## config.mk

```make
export PLATFORM = sky130hd
export DESIGN_NAME = alu_rr_arbiter
export DESIGN_NICKNAME = d
export VERILOG_FILES = /design/src/rtl/alu_arb_pkg.sv /design/src/rtl/rr_arb2.sv /design/src/rtl/alu_rr_arbiter.sv
export SDC_FILE = /design/constraint.sdc
export NUM_CORES = 1
export LEC_CHECK = 0
export CAP_MARGIN = 5
export CORE_UTILIZATION = 40
export DETAILED_ROUTE_END_ITERATION = 6
export GPL_TIMING_DRIVEN = 0
export MAX_ROUTING_LAYER = met4
export PLACE_DENSITY_LB_ADDON = 0.25
export RECOVER_POWER = 100
export SLEW_MARGIN = 0
export SYNTH_ARGS = -nofsm -noshare
export SYNTH_HDL_FRONTEND = slang
export SYNTH_SLANG_ARGS = --single-unit
```

## constraint.sdc

```tcl
create_clock -name CLK -period 2 [get_ports CLK]
set_clock_uncertainty 0.05 [all_clocks]
set_input_delay 0.6 -clock CLK [delete_from_list [all_inputs] [get_ports CLK]]
set_output_delay 0.6 -clock CLK [all_outputs]
set_load 0.05 [all_outputs]
```

## src/rtl/alu_arb_pkg.sv

```systemverilog
// Shared constants and helpers for the ALU round-robin arbiter.
// Select encoding: bits [2:0] choose the operation, bit [3] selects subtract.
package alu_arb_pkg;

  localparam int DATA_W_DEF = 32;
  localparam int SEL_W_DEF  = 4;

  localparam logic [SEL_W_DEF-1:0] OP_ADD = 4'b0000;
  localparam logic [SEL_W_DEF-1:0] OP_SUB = 4'b1000;
  localparam logic [SEL_W_DEF-1:0] OP_OR  = 4'b0110;
  localparam logic [SEL_W_DEF-1:0] OP_AND = 4'b0111;

  function automatic logic is_legal_sel(input logic [SEL_W_DEF-1:0] sel);
    logic ok;
    case (sel)
      OP_ADD, OP_SUB, OP_OR, OP_AND: ok = 1'b1;
      default:                       ok = 1'b0;
    endcase
    return ok;
  endfunction

endpackage

```

## src/rtl/rr_arb2.sv

```systemverilog
// Two-way round-robin grant with its priority pointer.
// The pointer moves to the other requester after every grant and holds otherwise.
module rr_arb2 (
  input  logic       CLK,
  input  logic       RST,
  input  logic [1:0] VALID,
  output logic [1:0] GRANT
);

  logic ptr_q;
  logic ptr_d;

  // Grant decode and next-pointer selection
  always_comb begin
    GRANT    = 2'b00;
    ptr_d    = ptr_q;
    GRANT[0] = VALID[0] && (!ptr_q || !VALID[1]);
    GRANT[1] = VALID[1] && (ptr_q || !VALID[0]);
    if (GRANT[0]) begin
      ptr_d = 1'b1;
    end else if (GRANT[1]) begin
      ptr_d = 1'b0;
    end else begin
      ptr_d = ptr_q;
    end
  end

  // Pointer register; a grant seen while in reset does not move it
  always_ff @(posedge CLK) begin
    if (RST) begin
      ptr_q <= 1'b0;
    end else begin
      ptr_q <= ptr_d;
    end
  end

endmodule

```

## src/rtl/alu_rr_arbiter.sv

```systemverilog
// Round-robin front end sharing one combinational ALU between two requesters.
// Define ALU_ARB_ILLEGAL_CHK_EN to flag illegal select codes on the response.
module alu_rr_arbiter
  import alu_arb_pkg::*;
#(
  parameter int DATA_W = DATA_W_DEF,
  parameter int SEL_W  = SEL_W_DEF
) (
  input  logic              CLK,
  input  logic              RST,
  input  logic              REQ0_VALID,
  input  logic              REQ1_VALID,
  output logic              REQ0_READY,
  output logic              REQ1_READY,
  input  logic [DATA_W-1:0] REQ0_A,
  input  logic [DATA_W-1:0] REQ1_A,
  input  logic [DATA_W-1:0] REQ0_B,
  input  logic [DATA_W-1:0] REQ1_B,
  input  logic [SEL_W-1:0]  REQ0_SEL,
  input  logic [SEL_W-1:0]  REQ1_SEL,
  output logic [DATA_W-1:0] ALU_IN1,
  output logic [DATA_W-1:0] ALU_IN2,
  output logic [SEL_W-1:0]  SEL_ALU,
  input  logic [DATA_W-1:0] ALU_RES,
  output logic              RSP0_VALID,
  output logic              RSP1_VALID,
  output logic [DATA_W-1:0] RSP_DATA,
  output logic              RSP_ERR
);

  logic [1:0]        grant_s;
  logic [DATA_W-1:0] gnt_a_s, gnt_b_s;
  logic [SEL_W-1:0]  gnt_sel_s;

  logic [DATA_W-1:0] in1_q, in1_d, in2_q, in2_d;
  logic [SEL_W-1:0]  sel_q, sel_d;
  logic              s1_valid_q, s1_valid_d, s1_id_q, s1_id_d, s1_err_q, s1_err_d;
  logic              rsp0_valid_q, rsp0_valid_d, rsp1_valid_q, rsp1_valid_d;
  logic [DATA_W-1:0] rsp_data_q, rsp_data_d;
  logic              rsp_err_q, rsp_err_d;

  rr_arb2 u_rr_arb2 (
    .CLK   (CLK),
    .RST   (RST),
    .VALID ({REQ1_VALID, REQ0_VALID}),
    .GRANT (grant_s)
  );

  assign REQ0_READY = grant_s[0];
  assign REQ1_READY = grant_s[1];

  // Operand mux for the winning requester
  always_comb begin
    if (grant_s[1]) begin
      gnt_a_s   = REQ1_A;
      gnt_b_s   = REQ1_B;
      gnt_sel_s = REQ1_SEL;
    end else begin
      gnt_a_s   = REQ0_A;
      gnt_b_s   = REQ0_B;
      gnt_sel_s = REQ0_SEL;
    end
  end

  // Issue (S1) and response (S2) next-state; operand registers hold when idle
  always_comb begin
    in1_d      = in1_q;
    in2_d      = in2_q;
    sel_d      = sel_q;
    s1_valid_d = 1'b0;
    s1_id_d    = s1_id_q;
    s1_err_d   = 1'b0;
    if (grant_s != 2'b00) begin
      s1_valid_d = 1'b1;
      s1_id_d    = grant_s[1];
`ifdef ALU_ARB_ILLEGAL_CHK_EN
      if (!is_legal_sel(gnt_sel_s)) begin
        s1_err_d = 1'b1;
      end else begin
        in1_d = gnt_a_s;
        in2_d = gnt_b_s;
        sel_d = gnt_sel_s;
      end
`else
      in1_d = gnt_a_s;
      in2_d = gnt_b_s;
      sel_d = gnt_sel_s;
`endif
    end else begin
      s1_valid_d = 1'b0;
    end

    rsp0_valid_d = s1_valid_q && !s1_id_q;
    rsp1_valid_d = s1_valid_q && s1_id_q;
    rsp_err_d    = s1_valid_q && s1_err_q;
    if (s1_valid_q) begin
      rsp_data_d = s1_err_q ? {DATA_W{1'b0}} : ALU_RES;
    end else begin
      rsp_data_d = rsp_data_q;
    end
  end

  // Pipeline registers; reset drops anything in flight
  always_ff @(posedge CLK) begin
    if (RST) begin
      in1_q        <= {DATA_W{1'b0}};
      in2_q        <= {DATA_W{1'b0}};
      sel_q        <= {SEL_W{1'b0}};
      s1_valid_q   <= 1'b0;
      s1_id_q      <= 1'b0;
      s1_err_q     <= 1'b0;
      rsp0_valid_q <= 1'b0;
      rsp1_valid_q <= 1'b0;
      rsp_data_q   <= {DATA_W{1'b0}};
      rsp_err_q    <= 1'b0;
    end else begin
      in1_q        <= in1_d;
      in2_q        <= in2_d;
      sel_q        <= sel_d;
      s1_valid_q   <= s1_valid_d;
      s1_id_q      <= s1_id_d;
      s1_err_q     <= s1_err_d;
      rsp0_valid_q <= rsp0_valid_d;
      rsp1_valid_q <= rsp1_valid_d;
      rsp_data_q   <= rsp_data_d;
      rsp_err_q    <= rsp_err_d;
    end
  end

  assign ALU_IN1    = in1_q;
  assign ALU_IN2    = in2_q;
  assign SEL_ALU    = sel_q;
  assign RSP0_VALID = rsp0_valid_q;
  assign RSP1_VALID = rsp1_valid_q;
  assign RSP_DATA   = rsp_data_q;
  assign RSP_ERR    = rsp_err_q;

endmodule

```

Figure 1. Metal 4 (run 1).
Supply wires on this layer in grey. Cells faint in the background.
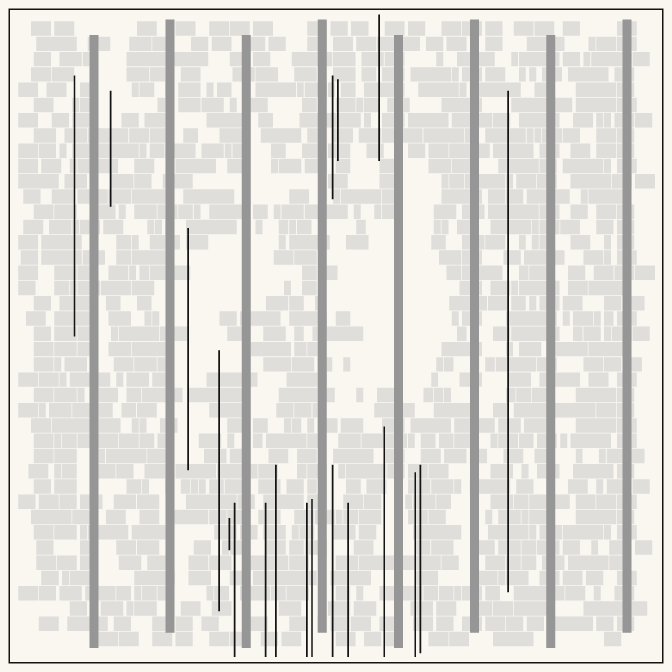
The layer holds 3.4% of the routed length. The layer carries 624 um of wire.

Figure 2. Metal layers overlaid (run 1).
Bar = 20 um.
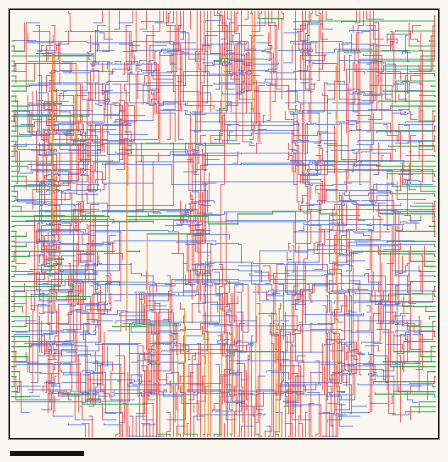
metal 1: in blue, wire length 7150 um. metal 2: in red, wire length 8950 um. metal 3: in green, wire length 1420 um. metal 4: in orange, wire length 624 um.

Figure 3. Metal 3 (run 1).
Bar = 20 um.
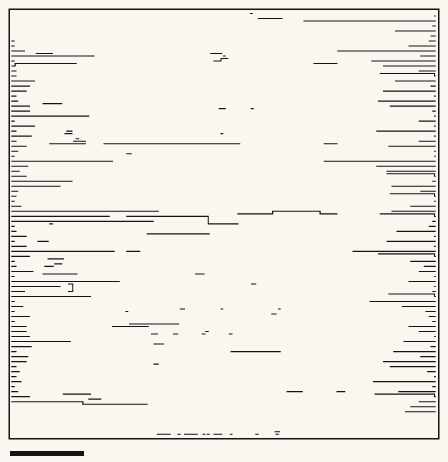
190 nets have wire on it. The layer holds 7.9% of the routed length.

[run 1: power groups by stage]
stage / Clock, uW / Combinational, uW / Sequential (uW)
6_report: 1830 / 1870 / 2330
3_3_place_gp: 0 / 1920 / 2370
2_1_floorplan: 0 / 611 / 2910
5_1_grt: 1950 / 1970 / 2350
3_5_place_dp: 0 / 1960 / 2380
4_1_cts: 1870 / 1870 / 2330
[run 1: metrics by stage]
stage	power [uW]	hold WS [ns]	cells
floorplan	3520	0.364	509
global placement	4290	0.385	953
detailed placement	4340	0.403	953
CTS	6060	0.422	970
global route	6270	0.458	974
finish	6030	0.423	974
[run 1: worst reg2reg max path: stages (launching register included)]
cell and delay, ns:
dfxtp_1 0.33, buf_6 0.10, buf_4 0.14, clkbuf_1 0.45, clkbuf_2 0.34, nor3b_1 0.09, nor2_1 0.12, o221a_2 0.19
==> flow_summary.toml, run 1 <==
# implementation run metrics
[floorplanning]
coreArea_um2 = 12700
num_rows = 41
die_w_um = 116
fp.dieH_um = 116
io_pins = 277
die_area_um2 = 13500
taps = 172
core_util_floorplan = 0.412

[place]
dpl_cell_area_um2 = 8170
post-place-ws_ns = -0.859
gp_congestion = 0.790
hpwl_um = 13800

[route]
dr.pass1.iters = 4
wl_met1_um = 7150
vias_per_cell = 5.34
routed_wl_um = 18100
wl_per_cell_um = 18.6
num_vias = 5201
antenna_left = 0

[finish]
sh_seq_area = 0.251
drive_above_1_share = 0.228
nonClockBufferCount = 332
clkCellAreaFrac = 0.0363
layout_top_cells = "clkdlybuf4s50_1, dfxtp_1, dlygate4sd2_1"
area_growth_pct = 60.8
flop_area_um2 = 2100
inv_count = 3
fin_nets = 969
n_clock_buffer = 9
sh_comb_area = 0.336
final_area_um2 = 8390

[setup_path]
crit_path_start = "REQ0_VALID"
cp_slowest_cell = "a21boi_4"
crit_family = "buffers and inverters"
reg2reg_depth = 7
r2r-end = "ALU_IN1[7]"
rr_startpoint = "u_rr_arb2.ptr_q"
setup.worst_path.end_class = "output pin"
cp.depth = 4
max_stage_delay_ns = 0.22
critPathKind = "in2out"

[sta]
period_needed_ns = 1.97
fin_ws_ns = 0.0318
slew_violations = 0
finalHoldViolations = 0
final-setup-viol-count = 0
max-slew-margin-rel = 0.619
timing.fmax_mhz = 508
rsz0062_at_grt = "false"

[yosys]
netlist_area_um2 = 5220
ys_sh_simple = 0.177
ys_chip_area_um2 = 5220
common_cells = "dfxtp_1, nor2_1, nor3b_1, mux2_2, o221a_2"
mux_share = 0.208
ff_type = "dfxtp_1"
synthTopLogicFamily = "multiplexers"
aoi_share = 0.152
synth_xor_xnor_area_share = 0
synth_top_area_share = 0.403
top_cell = "dfxtp_1"
synthCells = 509
syn_avg_cell_area_um2 = 10.2
ys_warn_count = 0
fp_nets = 681

[power]
peakVddDrop_mv = 0.535
comb_power_share = 0.310
p_int_uw = 4050
switching_share = 0.329
clkPwrFrac = 0.304

[global_routing]
grt_pass1_vias = 5324
gr-usage-all-layers = 0.271
met1_usage = 0.285
overflow = 0
grt_max_degree = 19
antenna_found_initial = 0

[cts]
cts-htree-levels = 3
cts.reportedPaths.clkPinSlew_ns = 0.07
cts_tree = "done"
cts_setup_buffers = 2
cts_root_buf = "clkbuf_16"
clock_latency_ns = 0.35
ctsHoldBuffers = 0
numCtsBuffers = 9

[job]
log.warning_count = 27

[hold_path]
holdPathStages = 1
hold_end = "RSP0_VALID"

[status]
status = "finished, final reports clean"
==> run 1 -> run 2 <==
--- a/config.mk
+++ b/config.mk
@@ -12,6 +12,7 @@
 export MAX_ROUTING_LAYER = met4
 export PLACE_DENSITY_LB_ADDON = 0.25
 export RECOVER_POWER = 100
+export SKIP_LAST_GASP = 1
 export SLEW_MARGIN = 0
 export SYNTH_ARGS = -nofsm -noshare
 export SYNTH_HDL_FRONTEND = slang
Figure 4. Metal layers overlaid (run 2).
Bar = 20 um.
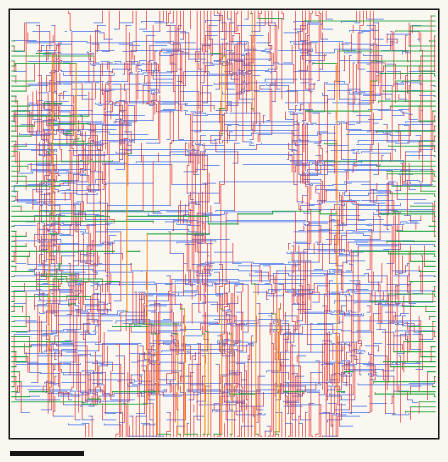
metal 2: in red, wire length 8930 um. metal 3: in green, wire length 1430 um. metal 4: in orange, wire length 666 um. metal 1: in blue, wire length 7070 um.

==> run 2 against run 1 <==
Sequential share of layout area is the same. Sequential power about the same. Global-route usage barely moved. Cell count stayed put. Largest power group unchanged. Area after synthesis did not move. Clock power about the same. Via count hardly changed. Design area did not move. Non-clock buffer count did not move. Setup slack gained 0.0027 ns. Highest routed layer unchanged. Synthesized cell count unchanged. Sequential cell count is the same.
==> flow_summary.toml, run 2 <==
# implementation run metrics
[place]
post-place-ws_ns = -0.859
gp_congestion = 0.790
hpwl_um = 13800

[sta]
timing.fmax_mhz = 509
max-slew-margin-rel = 0.623
fin_ws_ns = 0.0345
period_needed_ns = 1.97

[yosys]
ys_chip_area_um2 = 5220
fp_nets = 681
synthCells = 509
synth_top_area_share = 0.403
syn_avg_cell_area_um2 = 10.2

[setup_path]
crit_path_start = "REQ0_VALID"
reg2reg_depth = 7
critPathKind = "in2out"
rr_startpoint = "u_rr_arb2.ptr_q"
r2r-end = "ALU_IN1[7]"

[power]
p_int_uw = 4050
switching_share = 0.329
comb_power_share = 0.310
p_total_uw = 6030
p_seq_uw = 2330
peakVddDrop_mv = 0.534

[cts]
cts_root_buf = "clkbuf_16"
numCtsBuffers = 9
ctsHoldBuffers = 0
cts_setup_buffers = 2

[route]
vias_per_cell = 5.34
num_vias = 5204
wl_met1_um = 7070
dr.pass1.iters = 4
antenna_left = 0

[floorplanning]
num_rows = 41
taps = 172
io_pins = 277

[finish]
sh_comb_area = 0.336
layout_top_cells = "clkdlybuf4s50_1, dfxtp_1, dlygate4sd2_1"
area_growth_pct = 60.8

[status]
status = "finished, final reports clean"

[global_routing]
gr-usage-all-layers = 0.271
antenna_found_initial = 0

[job]
log.warning_count = 27
-- run 2: cell counts in the layout (fill, tap and decap cells not counted) --
Identical to the previous run, type by type.
-- run 2: cells by family (layout without fill, tap and decap cells) --
family / count (synthesis) / after routing / synth area share
AND-OR/OR-AND: 72 / 72 / 0.152
flip-flops: 105 / 105 / 0.403
buffers and inverters: 58 / 351 / 0.0595
other: 1 / 1 / 0.000719
AND/OR/NAND/NOR: 173 / 173 / 0.177
multiplexers: 100 / 100 / 0.208
-- run 2: through the flow --
stage	instance area [um2]	hold slack (ns)	cells	setup TNS [ns]
2_1_floorplan	5230	0.364	509	0
3_3_place_gp	8170	0.385	953	-1.53
3_5_place_dp	8170	0.403	953	-1.58
4_1_cts	8350	0.422	970	-0.140
5_1_grt	8390	0.458	974	0
6_report	8390	0.429	974	0
==> run 2 -> run 3 <==
--- a/config.mk
+++ b/config.mk
@@ -6,6 +6,7 @@
 export NUM_CORES = 1
 export LEC_CHECK = 0
 export CAP_MARGIN = 5
+export CORE_MARGIN = 2
 export CORE_UTILIZATION = 40
 export DETAILED_ROUTE_END_ITERATION = 6
 export GPL_TIMING_DRIVEN = 0
Figure 5. Cells by drive strength (run 3).
Bar = 20 um.
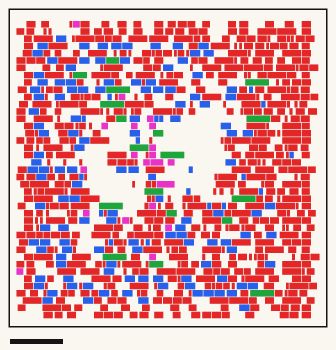
_0 and _1 cells: in red, cells 622, share 77%. _6 and larger: in green, cells 18, share 2.2%. _2 cells: in blue, cells 145, share 18%. _3 and _4 cells: in magenta, cells 20, share 2.5%.

==> run 3 against run 2 <==
Critical path depth unchanged. Via count up 0.38%. Sequential cell count unchanged. Sequential power is essentially flat. Area after synthesis unchanged. Clock power down 11%.
==> flow_summary.toml, run 3 <==
# implementation run metrics
[global_routing]
grt_pass1_wl_um = 28500
top_usage_layer = "met2"
met3_usage = 0.0690
antenna_found_initial = 0
gr-usage-all-layers = 0.264

[hold_path]
worstHoldPathType = "reg2reg"
hold_end = "RSP0_VALID"
hold_start = "s1_id_q"
holdPathStages = 1

[yosys]
synth_top_area_share = 0.403
area_leaders = "dfxtp_1, mux2_2, o221a_2"
fp_nets = 681
ys_chip_area_um2 = 5220
yosysCellCount = 509
syn_avg_cell_area_um2 = 10.2
ys_warn_count = 0
synthCells = 509

[setup_path]
crit_path_start = "REQ0_VALID"
critPathKind = "in2out"
cp_slowest_cell = "a21boi_4"
critPathArrivalTime_ns = 1.30
path_buffers = 3
worstPathRequired_ns = 1.35
rr_startpoint = "u_rr_arb2.ptr_q"
reg2reg_depth = 6
crit_path_max_fanout = 10
r2r-end = "ALU_IN1[0]"
cpMostUsedCell = "buf_6"

[power]
p_per_area_nw_per_um2 = 697
p_int_uw = 3940
switching_share = 0.325
power_leader = "registers"
comb_power_share = 0.322
peakVddDrop_mv = 0.372
p_seq_uw = 2330
power_clock_uw = 1630
p_leak_uw = 0.00362
powerComb_uw = 1880
p_total_uw = 5840

[finish]
layout_top_cells = "clkdlybuf4s50_1, dfxtp_1, dlygate4sd2_1"
area_growth_pct = 60.8
final_area_um2 = 8390
fin_nets = 973
stdcell_count = 977

[sta]
period_needed_ns = 1.95
fin_ws_ns = 0.0456
whs_ns = 0.402
max-slew-margin-rel = 0.596
setup_tns_ns = 0
finalHoldViolations = 0
timing.fmax_mhz = 512
slew_violations = 0

[floorplanning]
io_pins = 277
num_rows = 41
fp.dieH_um = 118
die_area_um2 = 14000

[cts]
cts.reportedPaths.clkPinSlew_ns = 0.07
numCtsBuffers = 9
cts_buffer_depth = 2
ctsHoldBuffers = 0
cts_root_buf = "clkbuf_16"

[route]
vias_per_cell = 5.35
num_vias = 5224
routed_wl_um = 18300
dr.pass1.iters = 4
antenna_left = 0

[place]
dpl_cell_area_um2 = 8170
post-place-ws_ns = -0.891
place_inst = 953
gp_congestion = 0.833
hpwl_um = 14000

[job]
log.warning_count = 27
cap_violations = 0

[status]
status = "finished, final reports clean"
## run 3: routing by layer
metal	share of wire	wire, um	up-vias
met2	0.49	8890	229
li1	-	-	2451
met4	0.033	596	0
met5	0	0	-
met1	0.40	7330	2507
met3	0.080	1470	37
## run 3: logic make-up after synthesis
kind of cell | share of synthesized area
simple gates | 0.177
flops | 0.403
mux | 0.208
compound gates | 0.152
buf+inv | 0.0595
other cells | 0.000719
## run 3: cell type report
type | instances | area share
Buffer | 53 | 0.0348
Timing Repair Buffer | 283 | 0.320
Tap cell | 172 | 0.0257
Sequential cell | 105 | 0.251
Inverter | 3 | 0.00179
Clock buffer | 12 | 0.0294
Clock inverter | 3 | 0.00209
Multi-Input combinational cell | 346 | 0.336
## run 3: what timing repair did
item,CTS,global route
resized,117,6
buffers inserted,1,10
endpoints found under the setup margin,104,1
Power and IR drop assume default switching activity.
